Fig. 1: run 1, placed standard cells
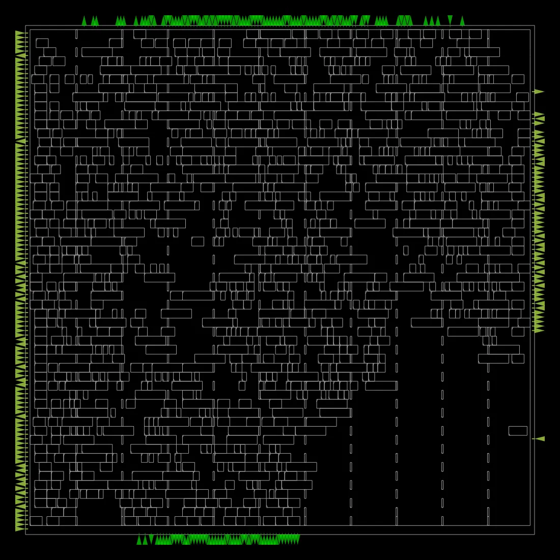
Fig. 2: run 1, I/O nets highlighted
Drawn at 2 px/µm.
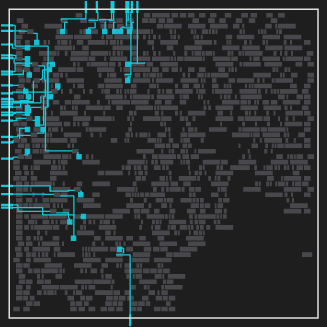
Fig. 3: run 1, I/O pins on the die edge
Drawn at 3 px/µm. Pins as bars across the die edge, other pins in gray.
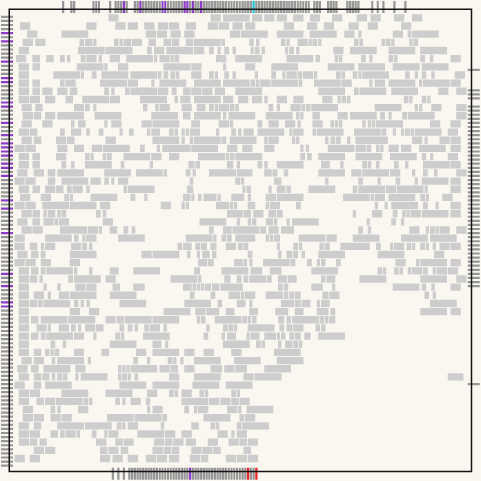
==> config.mk <==
export PLATFORM = sky130hd
export DESIGN_NAME = mio_arbiter
export DESIGN_NICKNAME = d
export VERILOG_FILES = /design/src/rtl/mio_arb_pkg.sv /design/src/rtl/mio_arbiter.sv
export SDC_FILE = /design/constraint.sdc
export NUM_CORES = 1
export LEC_CHECK = 0
export CAP_MARGIN = 20
export CORE_UTILIZATION = 30
export DETAILED_ROUTE_END_ITERATION = 10
export GPL_ROUTABILITY_DRIVEN = 0
export GPL_TIMING_DRIVEN = 0
export SLEW_MARGIN = 20
export SYNTH_ARGS = -nofsm -noshare
export SYNTH_HDL_FRONTEND = slang
export SYNTH_SLANG_ARGS = --single-unit
==> constraint.sdc <==
create_clock -name clk -period 7.6 [get_ports clk]
set_clock_uncertainty 0.1 [all_clocks]
set_input_delay 0.76 -clock clk [delete_from_list [all_inputs] [get_ports clk]]
set_output_delay 0.76 -clock clk [all_outputs]
set_load 0.005 [all_outputs]
==> src/rtl/mio_arb_pkg.sv <==
// Shared constants for the memory/IO bus arbiter: state encodings,
// one-hot grant codes and the default abort threshold.
package mio_arb_pkg;

    // Sequencer states; 2'b11 is unused and treated as illegal.
    typedef enum logic [1:0] {
        ST_IDLE = 2'b00,
        ST_BUSY = 2'b01,
        ST_DONE = 2'b10
    } state_e;

    // One-hot owner codes driven on grant.
    localparam logic [1:0] GRANT_NONE = 2'b00;
    localparam logic [1:0] GRANT_M0   = 2'b01;
    localparam logic [1:0] GRANT_M1   = 2'b10;

    // BUSY cycles without an acknowledge before the transaction is aborted.
    localparam int TIMEOUT_DEFAULT = 255;

    // Width of the saturating timeout counter.
    localparam int CNT_W = 16;

endpackage

==> src/rtl/mio_arbiter.sv <==
// Two-port arbiter and sequencer for the shared memory/IO bus.
// Handshake: a master raises mX_req with we/addr/wdata and holds it until it
// sees the one-cycle mX_ready pulse; the request is then considered consumed.
// On the bus side mem_req stays high with stable mem_we/addr/wdata until a
// one-cycle mem_ack arrives or the timeout aborts the transfer.
module mio_arbiter
    import mio_arb_pkg::*;
#(
    parameter int AW      = 32,
    parameter int DW      = 32,
    parameter int TIMEOUT = TIMEOUT_DEFAULT
) (
    input  logic          clk,
    input  logic          reset_n,
    input  logic          m0_req,
    input  logic          m0_we,
    input  logic [AW-1:0] m0_addr,
    input  logic [DW-1:0] m0_wdata,
    output logic [DW-1:0] m0_rdata,
    output logic          m0_ready,
    input  logic          m1_req,
    input  logic          m1_we,
    input  logic [AW-1:0] m1_addr,
    input  logic [DW-1:0] m1_wdata,
    output logic [DW-1:0] m1_rdata,
    output logic          m1_ready,
    output logic          mem_req,
    output logic          mem_we,
    output logic [AW-1:0] mem_addr,
    output logic [DW-1:0] mem_wdata,
    input  logic [DW-1:0] mem_rdata,
    input  logic          mem_ack,
    output logic          bus_err,
    output logic [1:0]    grant,
    output logic [1:0]    state_out
);

    localparam logic [CNT_W-1:0] TO_CNT = CNT_W'(TIMEOUT);

    // Registered state and outputs
    state_e           r_state;
    logic             r_last_grant;   // 1 = m1 was served last
    logic [CNT_W-1:0] r_cnt;
    logic             r_mem_req;
    logic             r_mem_we;
    logic [AW-1:0]    r_mem_addr;
    logic [DW-1:0]    r_mem_wdata;
    logic [DW-1:0]    r_m0_rdata;
    logic [DW-1:0]    r_m1_rdata;
    logic             r_m0_ready;
    logic             r_m1_ready;
    logic             r_bus_err;
    logic [1:0]       r_grant;

    // Next-state values
    state_e           w_state_next;
    logic             w_last_next;
    logic [CNT_W-1:0] w_cnt_next;
    logic             w_mem_req_next;
    logic             w_mem_we_next;
    logic [AW-1:0]    w_mem_addr_next;
    logic [DW-1:0]    w_mem_wdata_next;
    logic [DW-1:0]    w_m0_rdata_next;
    logic [DW-1:0]    w_m1_rdata_next;
    logic             w_m0_ready_next;
    logic             w_m1_ready_next;
    logic             w_bus_err_next;
    logic [1:0]       w_grant_next;

    // Arbitration and counter helpers
    logic             w_any_req;
    logic             w_pick_m1;
    logic [CNT_W-1:0] w_cnt_inc;

    // Round-robin pick: a lone requester wins; on a tie the port not served last wins.
    always_comb begin
        w_any_req = m0_req | m1_req;
        w_pick_m1 = m1_req & (~m0_req | ~r_last_grant);
        w_cnt_inc = (r_cnt == {CNT_W{1'b1}}) ? r_cnt : r_cnt + 1'b1;
    end

    // Next-state and output decode for the IDLE/BUSY/DONE sequencer.
    always_comb begin
        w_state_next     = r_state;
        w_last_next      = r_last_grant;
        w_cnt_next       = r_cnt;
        w_mem_req_next   = r_mem_req;
        w_mem_we_next    = r_mem_we;
        w_mem_addr_next  = r_mem_addr;
        w_mem_wdata_next = r_mem_wdata;
        w_m0_rdata_next  = r_m0_rdata;
        w_m1_rdata_next  = r_m1_rdata;
        w_m0_ready_next  = r_m0_ready;
        w_m1_ready_next  = r_m1_ready;
        w_bus_err_next   = r_bus_err;
        w_grant_next     = r_grant;

        case (r_state)
            ST_IDLE: begin
                if (w_any_req) begin
                    w_mem_req_next   = 1'b1;
                    w_grant_next     = w_pick_m1 ? GRANT_M1 : GRANT_M0;
                    w_last_next      = w_pick_m1;
                    w_cnt_next       = '0;
                    w_mem_we_next    = w_pick_m1 ? m1_we    : m0_we;
                    w_mem_addr_next  = w_pick_m1 ? m1_addr  : m0_addr;
                    w_mem_wdata_next = w_pick_m1 ? m1_wdata : m0_wdata;
                    w_state_next     = ST_BUSY;
                end
            end

            ST_BUSY: begin
                if (mem_ack) begin
                    // Acknowledge wins even on the cycle the timeout would fire.
                    w_mem_req_next = 1'b0;
                    if (r_grant[1]) begin
                        w_m1_ready_next = 1'b1;
                        if (!r_mem_we) w_m1_rdata_next = mem_rdata;
                    end else begin
                        w_m0_ready_next = 1'b1;
                        if (!r_mem_we) w_m0_rdata_next = mem_rdata;
                    end
                    w_state_next = ST_DONE;
                end else begin
                    w_cnt_next = w_cnt_inc;
                    if (w_cnt_inc == TO_CNT) begin
                        // Abort: complete the requester with an error, keep its rdata.
                        w_mem_req_next = 1'b0;
                        w_bus_err_next = 1'b1;
                        if (r_grant[1]) w_m1_ready_next = 1'b1;
                        else            w_m0_ready_next = 1'b1;
                        w_state_next = ST_DONE;
                    end
                end
            end

            ST_DONE: begin
                // Requests are ignored here: the owner still holds req during its ready cycle.
                w_m0_ready_next = 1'b0;
                w_m1_ready_next = 1'b0;
                w_bus_err_next  = 1'b0;
                w_grant_next    = GRANT_NONE;
                w_state_next    = ST_IDLE;
            end

            default: begin
                w_state_next     = ST_IDLE;
                w_cnt_next       = '0;
                w_mem_req_next   = 1'b0;
                w_mem_we_next    = 1'b0;
                w_mem_addr_next  = '0;
                w_mem_wdata_next = '0;
                w_m0_rdata_next  = '0;
                w_m1_rdata_next  = '0;
                w_m0_ready_next  = 1'b0;
                w_m1_ready_next  = 1'b0;
                w_bus_err_next   = 1'b0;
                w_grant_next     = GRANT_NONE;
            end
        endcase
    end

    // State and output registers; asynchronous reset clears everything.
    always_ff @(posedge clk or negedge reset_n) begin
        if (!reset_n) begin
            r_state      <= ST_IDLE;
            r_last_grant <= 1'b1;
            r_cnt        <= '0;
            r_mem_req    <= 1'b0;
            r_mem_we     <= 1'b0;
            r_mem_addr   <= '0;
            r_mem_wdata  <= '0;
            r_m0_rdata   <= '0;
            r_m1_rdata   <= '0;
            r_m0_ready   <= 1'b0;
            r_m1_ready   <= 1'b0;
            r_bus_err    <= 1'b0;
            r_grant      <= GRANT_NONE;
        end else begin
            r_state      <= w_state_next;
            r_last_grant <= w_last_next;
            r_cnt        <= w_cnt_next;
            r_mem_req    <= w_mem_req_next;
            r_mem_we     <= w_mem_we_next;
            r_mem_addr   <= w_mem_addr_next;
            r_mem_wdata  <= w_mem_wdata_next;
            r_m0_rdata   <= w_m0_rdata_next;
            r_m1_rdata   <= w_m1_rdata_next;
            r_m0_ready   <= w_m0_ready_next;
            r_m1_ready   <= w_m1_ready_next;
            r_bus_err    <= w_bus_err_next;
            r_grant      <= w_grant_next;
        end
    end

    assign m0_rdata  = r_m0_rdata;
    assign m0_ready  = r_m0_ready;
    assign m1_rdata  = r_m1_rdata;
    assign m1_ready  = r_m1_ready;
    assign mem_req   = r_mem_req;
    assign mem_we    = r_mem_we;
    assign mem_addr  = r_mem_addr;
    assign mem_wdata = r_mem_wdata;
    assign bus_err   = r_bus_err;
    assign grant     = r_grant;
    assign state_out = r_state;

endmodule

==> impl_metrics.json, run 1 <==
{
  "wl_per_cell_um": 17.1,
  "synth_chip_area_um2": 6890,
  "grt_usage": 0.197,
  "dpl_worst_slack_ns": 4.42,
  "layout_top_cell": "clkdlybuf4s50_1",
  "drt-initial-drc-count": 305,
  "layout_setup_ws_ns": 4.52,
  "drv_cap": 0,
  "final_util": 0.482,
  "period_needed_ns": 3.08,
  "cts_resized": 0,
  "hp-class": "in -> async",
  "clk_latency_ns": 0.42,
  "clock_sinks": 154,
  "drv_slew": 0,
  "ant_nets": 0,
  "fp_nets": 902,
  "max_clock_freq_ghz": 0.325,
  "r2r_slack_ns": 4.52,
  "area_growth_pct": 57.9,
  "final_nets": 1224,
  "min_period_over_period": 0.405,
  "grt_pass1_vias": 6586,
  "crit_arrival_ns": 3.26,
  "critPathKind": "reg -> reg",
  "avgViaCountPerCell": 4.91,
  "ys_seq_frac": 0.559,
  "rsz0062_at_grt": "false",
  "chipArea_um2": 23600,
  "antenna_found_initial": 0,
  "fp_util": 0.305,
  "post-place-cells": 1319,
  "core_area_um2": 22600,
  "grt_overflow_total": 0,
  "post_cts_buffers": 0,
  "start_kind": "flop",
  "r2r_cells": 10,
  "htree_levels": 4,
  "cts_tree": "done",
  "final_layout_top_logic_cells": "301 x clkdlybuf4s50_1, 153 x dfrtp_1, 115 x nand2_1",
  "yosys_warnings": 0,
  "outcome": "finished, final reports clean",
  "vias": 6625,
  "synth_flops": 154,
  "antenna_cells": 0
}
## Picture notes: Fig. 1
seq_cells: 154
Core Rows: 55

## Picture notes: Fig. 2
- cyan: `m1_wdata` (direction input; edge 23 left, 8 top, 1 bottom; end cells 32; buffers 32; wire 776 µm)
Port Buffers: 302
IO Count: 304

## Picture notes: Fig. 3
- purple: `m1_wdata` (pins 32; direction input; edge 23 left, 8 top, 1 bottom)
- red: `state_out` (pins 2; direction output; edge bottom)
- cyan: `m1_ready` (pins 1; direction output; edge top)
- all pins by edge: 111 left, 93 top, 50 bottom, 50 right
die y size: 154 µm
x dimension of the die: 154 µm

==> run 1: through the flow <==
step           cell area, µm²  power [µW]  hold slack [ns]  TNS (ns)
2_1_floorplan            6890        2520            0.364         0
3_3_place_gp            10300        3810            0.361   -153.04
3_5_place_dp            10300        3850            0.369         0
4_1_cts                 10900        4710            0.198         0
5_1_grt                 10900        5010            0.208         0
6_report                10900        4660            0.177         0
==> run 1: registers in the layout, indices dropped and copies added (netlist names) <==
signal and flops:
bus_err 1, grant 2, m0_rdata 32, m0_ready 1, m1_rdata 32, m1_ready 1
mem_addr 32, mem_req 1, mem_wdata 32, mem_we 1, r_cnt 16, r_last_grant 1
state_out 2
==> run 1: cell families (layout without fill, tap and decap cells) <==
kind of cell    after synthesis  count (layout)  share of synthesized area
buf+inv                      66             400                     0.0387
mux                           4               4                    0.00617
flops                       154             154                      0.559
fa+ha+maj                     4               4                    0.00726
compound gates              254             254                      0.224
simple gates                244             244                      0.158
xor+xnor                      5               5                    0.00635
==> run 1: worst max path at each step <==
stage / from / end / depth (start not counted)
final: state_out[0]$_DFFE_PN0P_ / r_cnt[7]$_DFFE_PN0P_ / 10
after global routing: state_out[0]$_DFFE_PN0P_ / r_cnt[7]$_DFFE_PN0P_ / 10
after global placement: reset_n / mem_addr[31]$_DFFE_PN0P_ / 1
after CTS: state_out[0]$_DFFE_PN0P_ / r_cnt[7]$_DFFE_PN0P_ / 10
after floorplan: r_cnt[0]$_DFFE_PN0P_ / m1_ready$_DFFE_PN0P_ / 9
after detailed placement: m1_req / r_cnt[7]$_DFFE_PN0P_ / 8
==> run 1: worst max-delay path: stages (launching register included) <==
cell and delay (ns):
dfrtp_1 0.48, inv_1 0.15, ha_1 0.15, clkbuf_1 0.32
nor3b_1 0.59, nor2_1 0.15, nand2_1 0.26, clkbuf_1 0.41
o21ai_0 0.16, nand2_1 0.10, o41ai_1 0.06
==> run 1: layout make-up <==
| type | instances | area (µm²) |
|---|---|---|
| Fill cell | 2220 | 11700 |
| Tap cell | 285 | 357 |
| Clock buffer | 17 | 425 |
| Clock inverter | 14 | 156 |
| Buffer | 59 | 240 |
| Sequential cell | 154 | 3850 |
| Timing Repair Buffer | 303 | 3060 |
| Multi-Input combinational cell | 511 | 2770 |
| Inverter | 7 | 26.3 |
==> run 1: report_power, final <==
group | switching [µW] | internal [µW]
sequential | 210 | 1220
combinational | 1280 | 1100
clock | 384 | 466
==> run 1: metal layers <==
metal | GRT usage | wire [µm]
met2 | 0.330 | 11200
met5 | 0 | 0
met3 | 0.0476 | 1350
met1 | 0.249 | 9990
met4 | 0.0638 | 445
==> run 1: synth_stat cells, types with 4 or more instances <==
cell	n	area, µm²
buf_2	8	40.0
a21oi_1	82	410
nand2_1	115	432
o41ai_1	4	35.0
o21ai_0	78	390
ha_1	4	50.1
a22oi_1	66	495
xnor2_1	4	35.0
nand4_1	7	43.8
nor3_1	5	25.0
dfrtp_1	153	3830
nor2_1	83	312
inv_1	7	26.3
clkbuf_1	48	180
nand3_1	8	40.0
Fig. 4: run 1, drive-strength map
Drawn at 3 px/µm.
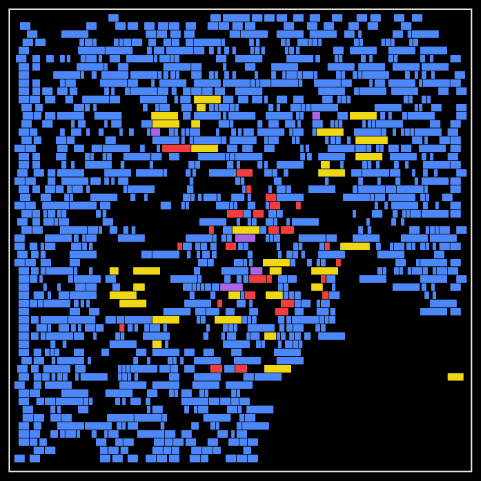

==> inputs of run 2 (changes only) <==
Clock period 7.6 ns to 2.6 ns, I/O delays scaled along.
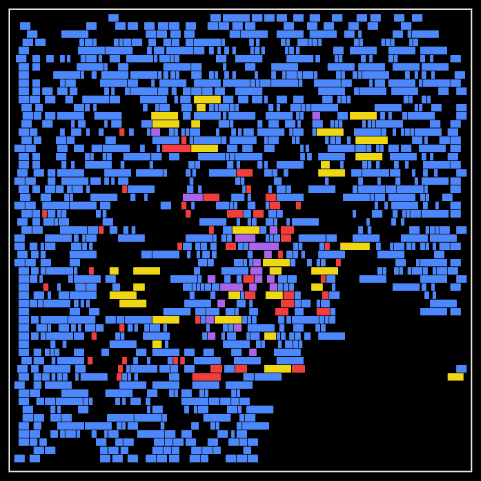
Fig. 5. Drive-strength map (run 2).
Drawn at 3 px/µm.
- yellow: drive 6 and up (cells 31; share 2.9%)
- blue: drive 1 or less (cells 977; share 91%)
- purple: drive 3 to 4 (cells 20; share 1.9%)
- red: drive 2 (cells 47; share 4.4%)
post-route cell area: 11000 µm²
area grow syn2layout: 60.2%

==> impl_metrics.json, run 2 <==
{
  "drv_slew": 0,
  "sequentialPowerShare": 0.305,
  "cts_tree": "done",
  "die-height_um": 154,
  "detailed_place.area_um2": 10300,
  "ant_nets": 0,
  "final_layout_top_logic_cells": "301 x clkdlybuf4s50_1, 152 x dfrtp_1, 115 x nand2_1",
  "hp-class": "in -> reg",
  "chipArea_um2": 23600,
  "die_x_um": 154,
  "top_cell_area_share": 0.555,
  "fillers": 2201,
  "crit_arrival_ns": 2.68,
  "fp_util": 0.305,
  "critPathKind": "reg -> reg",
  "finalPower_uw": 13700,
  "layout_top_cell": "clkdlybuf4s50_1",
  "final_nets": 1234,
  "outcome": "finished, final reports clean",
  "grt_pass1_vias": 6595
}
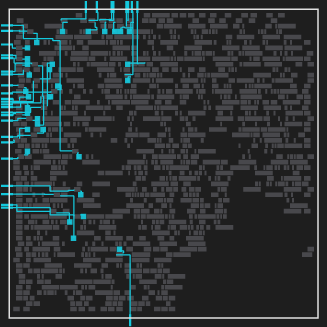
Fig. 6. I/O nets highlighted (run 2).
Drawn at 2 px/µm.
- cyan: `m1_wdata` (direction input; edge 23 left, 8 top, 1 bottom; end cells 32; buffers 32; wire 773 µm)

## run 2: cell counts after synthesis
Identical to the previous run, type by type.
## run 2: power by group through the flow
stage	registers, µW	clock network [µW]	logic (µW)
floorplan	4240	0	3120
global placement	4170	0	6980
detailed placement	4210	0	7050
CTS	4170	2530	7110
global route	4300	2630	7780
finish	4160	2480	7030
## run 2: layout make-up
cell class                      count  share of cell area
Clock buffer                       17              0.0385
Timing Repair Buffer              315               0.285
Tap cell                          285              0.0323
Clock inverter                     14              0.0142
Buffer                             57              0.0236
Sequential cell                   154               0.349
Inverter                            7             0.00238
Multi-Input combinational cell    511               0.255
## run 2: critical path, stage by stage, from the launching register on
cell,delay [ns]
dfrtp_1,0.33
buf_2,0.21
nand4_1,0.27
or4_4,0.56
buf_6,0.16
nand3_2,0.08
nor3b_4,0.23
buf_4,0.16
and4_2,0.23
a211oi_2,0.04
## run 2: cell families (layout without fill, tap and decap cells)
logic type      Yosys count  count (layout)  share of synthesized area
flops                   154             154                      0.559
fa+ha+maj                 4               4                    0.00726
buf+inv                  66             410                     0.0387
simple gates            244             244                      0.158
mux                       4               4                    0.00617
xor+xnor                  5               5                    0.00635
compound gates          254             254                      0.224
## run 2: final timing paths
kind | start | endpoint | slack (ns) | cells past startpoint
worst max register to register | r_cnt[12]$_DFFE_PN0P_ | mem_req$_DFFE_PN0P_ | 0.11 | 9
worst max-delay path | r_cnt[12]$_DFFE_PN0P_ | mem_req$_DFFE_PN0P_ | 0.11 | 9
worst min-delay path | mem_ack | m0_ready$_DFFE_PN0P_ | 0.12 | 3
worst min register to register | m1_rdata[3]$_DFFE_PN0P_ | m1_rdata[3]$_DFFE_PN0P_ | 0.38 | 2
min in group asynchronous | reset_n | m0_rdata[24]$_DFFE_PN0P_ | 0.28 | 2
max in group asynchronous | reset_n | r_last_grant$_DFFE_PN1P_ | 1.24 | 3
## run 2: stage by stage
| step | util | hold WS, ns |
|---|---|---|
| floorplan | - | -0.136 |
| global placement | 0.455 | 0.361 |
| detailed placement | 0.457 | 0.141 |
| CTS | 0.485 | 0.101 |
| global route | 0.489 | 0.133 |
| finish | 0.489 | 0.124 |
## run 2: layer usage
layer	part of all wire	routed length [µm]
met1	0.43	9950
met2	0.50	11500
met3	0.055	1280
met4	0.018	417
met5	0	0
## run 2: timing repair
item                                   in CTS  in global routing
gates resized                              19                 15
endpoints found under the hold margin      64                  0
buffers inserted                            3                  8
setup endpoints to repair                  89                117
pin swaps                                   1                  2
hold buffers                                1                  0
Power is estimated from default activity; no workload was simulated.
